Figure 1. Drive-strength map (run 1).
Drawn at 2 px/um.
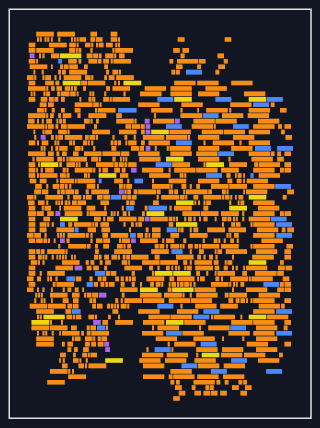
Figure 2. Zoomed window (run 1).
Window x 63 to 88, y 89 to 114 um. Cells in gray, sequential cells in the stronger gray; small squares are vias.
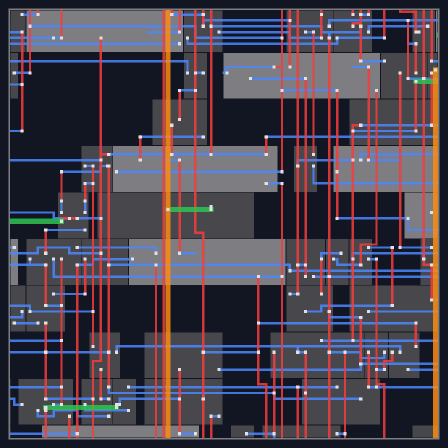
Figure 3. Signal wires on met2 (run 1).
Drawn at 2 px/um.
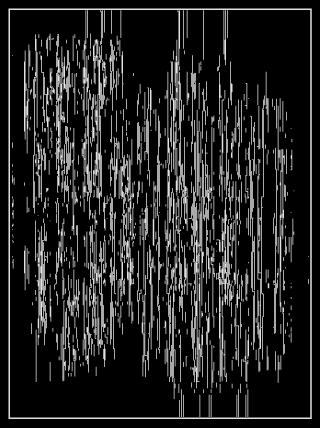
==> config.mk <==
export PLATFORM = sky130hd
export DESIGN_NAME = ppu_out_packer
export DESIGN_NICKNAME = d
export VERILOG_FILES = /design/src/rtl/ppu_out_packer.sv
export SDC_FILE = /design/constraint.sdc
export NUM_CORES = 1
export LEC_CHECK = 0
export ABC_CLOCK_PERIOD_IN_PS = 7350
export CORE_ASPECT_RATIO = 1.4
export CORE_MARGIN = 8
export CORE_UTILIZATION = 45
export DETAILED_ROUTE_END_ITERATION = 8
export PLACE_DENSITY = 0.66
export SLEW_MARGIN = 20
export SYNTH_ARGS = -nofsm -noshare
export SYNTH_HDL_FRONTEND = slang
export SYNTH_SLANG_ARGS = --single-unit
==> constraint.sdc <==
create_clock -name clk -period 7.35 [get_ports clk]
set_input_delay 1.47 -clock clk [delete_from_list [all_inputs] [get_ports clk]]
set_output_delay 1.47 -clock clk [all_outputs]
set_load 0.05 [all_outputs]
==> src/rtl/ppu_out_packer.sv <==
// ppu_out_packer: gathers the PPU's 8-bit outputs into 32-bit little-endian
// words and writes them to consecutive global-buffer word addresses. The PPU
// cannot be stalled, so a small word FIFO sits between the packer and the
// write port. A start/done handshake frames each output tile.
//
// Handshake (write port): a word is transferred in every cycle where
// wr_en & wr_ready are both high. wr_en means "the FIFO holds a word";
// wr_addr and wr_data show that word and hold still until it is taken.
// Both read as zero while wr_en is low.
module ppu_out_packer #(
    parameter int DATA_BITS  = 32,
    parameter int ADDR_BITS  = 16,
    parameter int FIFO_DEPTH = 4
) (
    input  logic                 clk,
    input  logic                 rst,
    input  logic                 start,
    input  logic [ADDR_BITS-1:0] base_addr,
    input  logic [ADDR_BITS-1:0] num_bytes,
    input  logic                 i_valid,
    input  logic [7:0]           i_data,
    output logic                 wr_en,
    output logic [ADDR_BITS-1:0] wr_addr,
    output logic [DATA_BITS-1:0] wr_data,
    input  logic                 wr_ready,
    output logic                 busy,
    output logic                 done,
    output logic                 overflow,
    output logic [1:0]           fsm_state
);

    localparam int PTR_BITS = (FIFO_DEPTH > 1) ? $clog2(FIFO_DEPTH) : 1;

    localparam logic [1:0] S_IDLE  = 2'd0;
    localparam logic [1:0] S_PACK  = 2'd1;
    localparam logic [1:0] S_DRAIN = 2'd2;
    localparam logic [1:0] S_DONE  = 2'd3;

    localparam logic [ADDR_BITS-1:0] ADDR_ONE = {{(ADDR_BITS-1){1'b0}}, 1'b1};
    localparam logic [ADDR_BITS-1:0] ADDR_ZERO = '0;
    localparam logic [PTR_BITS:0]    CNT_FULL = (PTR_BITS+1)'(FIFO_DEPTH);
    localparam logic [PTR_BITS:0]    CNT_ONE  = {{PTR_BITS{1'b0}}, 1'b1};
    localparam logic [PTR_BITS-1:0]  PTR_ONE  = {{(PTR_BITS-1){1'b0}}, 1'b1};

    // Tile parameters and progress counters
    logic [1:0]           state;
    logic [ADDR_BITS-1:0] base_q;
    logic [ADDR_BITS-1:0] num_q;
    logic [ADDR_BITS-1:0] byte_cnt;
    logic [ADDR_BITS-1:0] word_cnt;
    logic [DATA_BITS-1:0] pack_reg;
    logic                 overflow_q;

    // Word FIFO
    logic [DATA_BITS-1:0] mem [FIFO_DEPTH];
    logic [PTR_BITS-1:0]  rd_ptr;
    logic [PTR_BITS-1:0]  wr_ptr;
    logic [PTR_BITS:0]    count;
    logic [PTR_BITS:0]    count_next;

    // Combinational helpers
    logic [1:0]           lane;
    logic                 accept_byte;
    logic                 last_byte;
    logic                 push;
    logic                 push_ok;
    logic                 drop;
    logic                 pop;
    logic                 fifo_empty;
    logic                 fifo_full;
    logic [DATA_BITS-1:0] merged;

    assign lane        = byte_cnt[1:0];
    assign accept_byte = (state == S_PACK) && i_valid;
    assign last_byte   = (byte_cnt == (num_q - ADDR_ONE));
    assign push        = accept_byte && ((lane == 2'd3) || last_byte);
    assign fifo_empty  = (count == '0);
    assign fifo_full   = (count == CNT_FULL);
    assign pop         = !fifo_empty && wr_ready;
    // A full FIFO still takes a word when the head leaves in the same cycle.
    assign push_ok     = push && (!fifo_full || pop);
    assign drop        = push && fifo_full && !pop;

    // Insert the incoming byte into its lane of the partially built word
    always_comb begin
        merged = pack_reg;
        merged[{lane, 3'b000} +: 8] = i_data;
    end

    // Occupancy after this cycle's push/pop
    always_comb begin
        count_next = count;
        if (push_ok && !pop) begin
            count_next = count + CNT_ONE;
        end else if (!push_ok && pop) begin
            count_next = count - CNT_ONE;
        end
    end

    // Control FSM, tile registers, byte packing and overflow flag
    always_ff @(posedge clk or negedge rst) begin
        if (!rst) begin
            state      <= S_IDLE;
            base_q     <= '0;
            num_q      <= '0;
            byte_cnt   <= '0;
            pack_reg   <= '0;
            overflow_q <= 1'b0;
        end else begin
            case (state)
                S_IDLE: begin
                    if (start) begin
                        base_q     <= base_addr;
                        num_q      <= num_bytes;
                        byte_cnt   <= '0;
                        pack_reg   <= '0;
                        overflow_q <= 1'b0;
                        state      <= (num_bytes == ADDR_ZERO) ? S_DONE : S_PACK;
                    end
                end
                S_PACK: begin
                    if (accept_byte) begin
                        byte_cnt <= byte_cnt + ADDR_ONE;
                        // Clearing after a push leaves unwritten upper lanes
                        // of a short final word at zero.
                        pack_reg <= push ? '0 : merged;
                        if (drop) begin
                            overflow_q <= 1'b1;
                        end
                        if (last_byte) begin
                            state <= S_DRAIN;
                        end
                    end
                end
                S_DRAIN: begin
                    if (count_next == '0) begin
                        state <= S_DONE;
                    end
                end
                S_DONE: begin
                    state <= S_IDLE;
                end
                default: begin
                    state <= S_IDLE;
                end
            endcase
        end
    end

    // Word counter advances on every accepted write; cleared by start
    always_ff @(posedge clk or negedge rst) begin
        if (!rst) begin
            word_cnt <= '0;
        end else if (state == S_IDLE && start) begin
            word_cnt <= '0;
        end else if (pop) begin
            word_cnt <= word_cnt + ADDR_ONE;
        end
    end

    // FIFO pointers and occupancy
    always_ff @(posedge clk or negedge rst) begin
        if (!rst) begin
            rd_ptr <= '0;
            wr_ptr <= '0;
            count  <= '0;
        end else begin
            if (push_ok) begin
                wr_ptr <= wr_ptr + PTR_ONE;
            end
            if (pop) begin
                rd_ptr <= rd_ptr + PTR_ONE;
            end
            count <= count_next;
        end
    end

    // FIFO storage; contents are meaningless while the count is zero
    always_ff @(posedge clk) begin
        if (push_ok) begin
            mem[wr_ptr] <= merged;
        end
    end

    // Write port: head of FIFO at base + words already written (wraps)
    always_comb begin
        wr_en   = !fifo_empty;
        wr_data = '0;
        wr_addr = '0;
        if (!fifo_empty) begin
            wr_data = mem[rd_ptr];
            wr_addr = base_q + word_cnt;
        end
    end

    assign busy      = (state != S_IDLE);
    assign done      = (state == S_DONE);
    assign overflow  = overflow_q;
    assign fsm_state = state;

endmodule

==> ci_impl_report.md, run 1 <==
### Yosys + OpenROAD results

| Metric | Value |
|---|---|
| Status | `finished clean` |
| Largest net degree at the start of global routing | `57` |
| Top cells by area, synth | `edfxtp_1, dfrtp_1, mux4_2, nand2_1, ha_1` |
| Met1 usage | `19.9%` |
| Die Span X | `150 um` |
| P_int | `3.18 mW` |
| Achievable Freq | `173 MHz` |
| Final Max Slew Viols | `0` |
| Non-clk invs | `around 92` |
| CP max stage cell | `clkdlybuf4s50_1` |
| Most frequent logic cell in the layout | `nand2_1` |
| Levels on crit path | `14` |
| Final period util | `around 80%` |
| Reg area | `between 6000 and 7000 um2` |
| Met2 WL | `12400 um` |
| Crit path kind | `flip-flop to primary output` |
| Comb pwr | `about 2.4 mW` |
| M3 GR Usage | `about 3%` |
| Vias/cell | `5.31` |
| Met1 Routed Length | `~9900 um` |
| Final design area excluding fillers | `around 13000 um2` |
| Synth-to-Final Area Change | `18.1%` |
| Aoi share | `8.64%` |
| Post-DRT Antenna Nets | `0` |
| H-Tree Depth | `1` |
| Final worst-path setup slack | `1.57 ns` |
| Net Sw Power | `approximately 2.2 mW` |
| Initial DRC count | `316` |
| Commonest flop | `edfxtp_1` |
| Max-Cap Viols | `0` |
| End of the critical path | `wr_addr[14]` |
| Cell count after synthesis | `982` |
| Final hold violations | `0` |
| DP Wirelength | `16100 um` |
| Power Density | `around 400 nW/um2` |
| Cell Rows | `68` |
| Worst slack, placed | `~2.1 ns` |
| Yosys top cell by instances | `nand2_1` |
| Max-slew headroom | `36.7%` |
| Net count, final | `1152` |
| CTS clk-pin slew, worst paths | `0.06 ns` |
| Antenna diodes | `0` |
| Flop Count | `~230` |
| Flop share of the area | `48.6%` |
| Syn Area/Cell | `11.5 um2` |
| Reg power frac | `32.7%` |
| Final setup vio count | `0` |
| Final Critical Period | `5.78 ns` |
| Mux frac, synth | `6.53%` |
| Crit start category | `flip-flop` |
| Comb area leader | `simple AND/OR/NAND/NOR gates` |
| Post-DP Area | `12600 um2` |
| EDFF count, synth | `128` |
| Worst path cell trace | `ha_1 -> inv_1 -> fa_1 -> nor2b_1 -> o21ai_0 -> a21boi_0 -> o21ai_0 -> a21boi_0 -> o2111ai_1 -> a31oi_1 -> a221oi_1 -> xor2_1 -> nor2_1 -> clkdlybuf4s50_1` |
| Adder Share, Synth | `4.04%` |
| Initial DRT Pass Iterations | `4` |
| Placed Cells | `approximately 1400` |
| Core box area | `roughly 25000 um2` |
| Seq. pwr | `1.75 mW` |
| Highest net fanout along the worst path | `4` |
| Setup crit end kind | `primary output` |
| Drc violations | `0` |
| WHS Endpoint | `base_q[9]` |
| # clk buffers | `28` |
| Via count | `7439` |
| DIE AREA | `30600 um2` |
| Hold wc startpoint | `base_q[9]` |
| Tool warnings | `about 40` |
| Total gr overflow | `0` |
| Top-Level Pins | `99` |
| Top power group | `combinational cells` |
| Met3 wire len | `1320 um` |
| Worst vdd ir | `530 uV` |
| Logic share of the area | `roughly 32%` |
| Total Neg Setup Slack | `0 ns` |
| RSZ-0062 raised after global routing | `no` |
| Multi-In Gates | `612` |
| R2R cell count | `10` |
| Crit path max-delay family | `AND-OR/OR-AND gates` |
| Bufs on Longest Clock Path | `3` |
| Non-clock buffering overhead | `about 8%` |
| Die Y | `204 um` |
## Picture notes: Figure 1
- blue: drive 2 (cells 50)
- yellow: drive 6 and up (cells 27)
- purple: drive 3 to 4 (cells 18)
- orange: drive 1 or less (cells 990)

## Picture notes: Figure 2
- orange: met4
- red: met2
- blue: met1
- green: met3
- netlist names of flops here include: pack_reg (2)
- cells with their middle in the window: 36
- most frequent: nand2_1 (5), dfrtp_1 (4)
- sequential cells in the window: 5

## Picture notes: Figure 3
- longest straight run: 54.5 um
- share of all routed wire: 52%
- wire length on this layer: 12400 um
- main direction: vertical

Figure 4. Routing congestion (run 1).
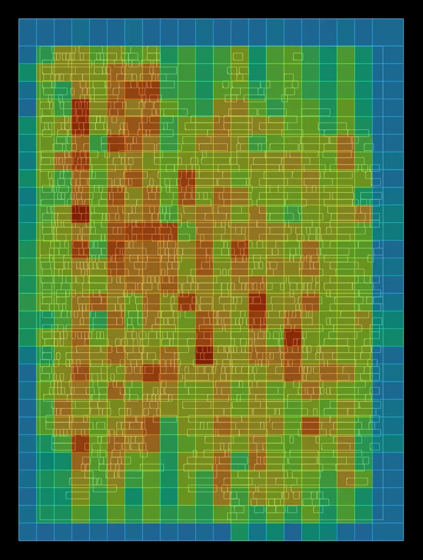

==> run 2, diff against run 1 <==
ABC_CLOCK_PERIOD_IN_PS = 5400   (was 7350)
clock period = 5.4 ns   (was 7.35 ns; I/O delays follow)
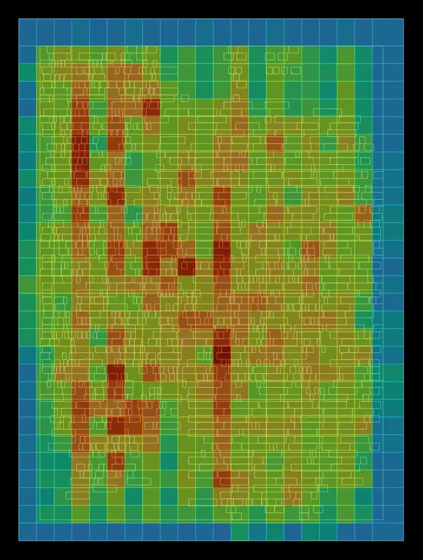
Figure 5: run 2, routing congestion.
M3 GR Usage: 3.08%
fin util: 54.3%
met1 usage: 20.7%
most crowded layer after global routing: met2
grt met2 use: 27.5%

==> run 2 against run 1 <==
  * Clock skew down 0.0030 ns
  * Total power increased by 37%
  * Sequential share of layout area fell by 0.23 points
  * Synthesized cell count is the same
  * Largest power group unchanged
  * Highest routed layer unchanged
==> ci_impl_report.md, run 2 <==
### Yosys + OpenROAD results

| Metric | Value |
|---|---|
| Status | `finished clean` |
| Initial DRC count | `~380` |
| R2R cell count | `10` |
| Final worst-path setup slack | `0.413 ns` |
| Antenna diodes | `0` |
| Comb pwr | `around 3.3 mW` |
| Logic share of the area | `32.2%` |
| Post-DRT Antenna Nets | `0` |
| Yosys top cell by instances | `nand2_1` |
| Aoi share | `8.64%` |
| Met2 WL | `12100 um` |
| H-Tree Depth | `1` |
| Synth-to-Final Area Change | `18.6%` |
| Final Critical Period | `4.99 ns` |
| Largest net degree at the start of global routing | `60` |
| Highest net fanout along the worst path | `5` |
| CP max stage cell | `clkdlybuf4s50_1` |
| Post-DP Area | `12600 um2` |
| Crit path max-delay family | `AND-OR/OR-AND gates` |
| Total Neg Setup Slack | `0 ns` |
| Max-slew headroom | `28.3%` |
| Mux frac, synth | `6.53%` |
| Crit start category | `flip-flop` |
| EDFF count, synth | `128` |
| Crit path kind | `flip-flop to primary output` |
| Top-Level Pins | `slightly below 100` |
| Die Y | `204 um` |
| Die Span X | `between 150 and 200 um` |
| Top cells by area, synth | `edfxtp_1, dfrtp_1, mux4_2, nand2_1, ha_1` |
| Cell Rows | `roughly 68` |
| Top power group | `combinational cells` |
| Reg area | `approximately 6500 um2` |
| Most frequent logic cell in the layout | `nand2_1` |
| End of the critical path | `wr_addr[15]` |
| Bufs on Longest Clock Path | `3` |
| Net Sw Power | `3.00 mW` |
| Final setup vio count | `0` |
| Comb area leader | `simple AND/OR/NAND/NOR gates` |
| Net count, final | `1155` |
| Final period util | `92.4%` |
| Via count | `7372` |
Power figures rest on the tool's default switching activity, not on a simulated workload.
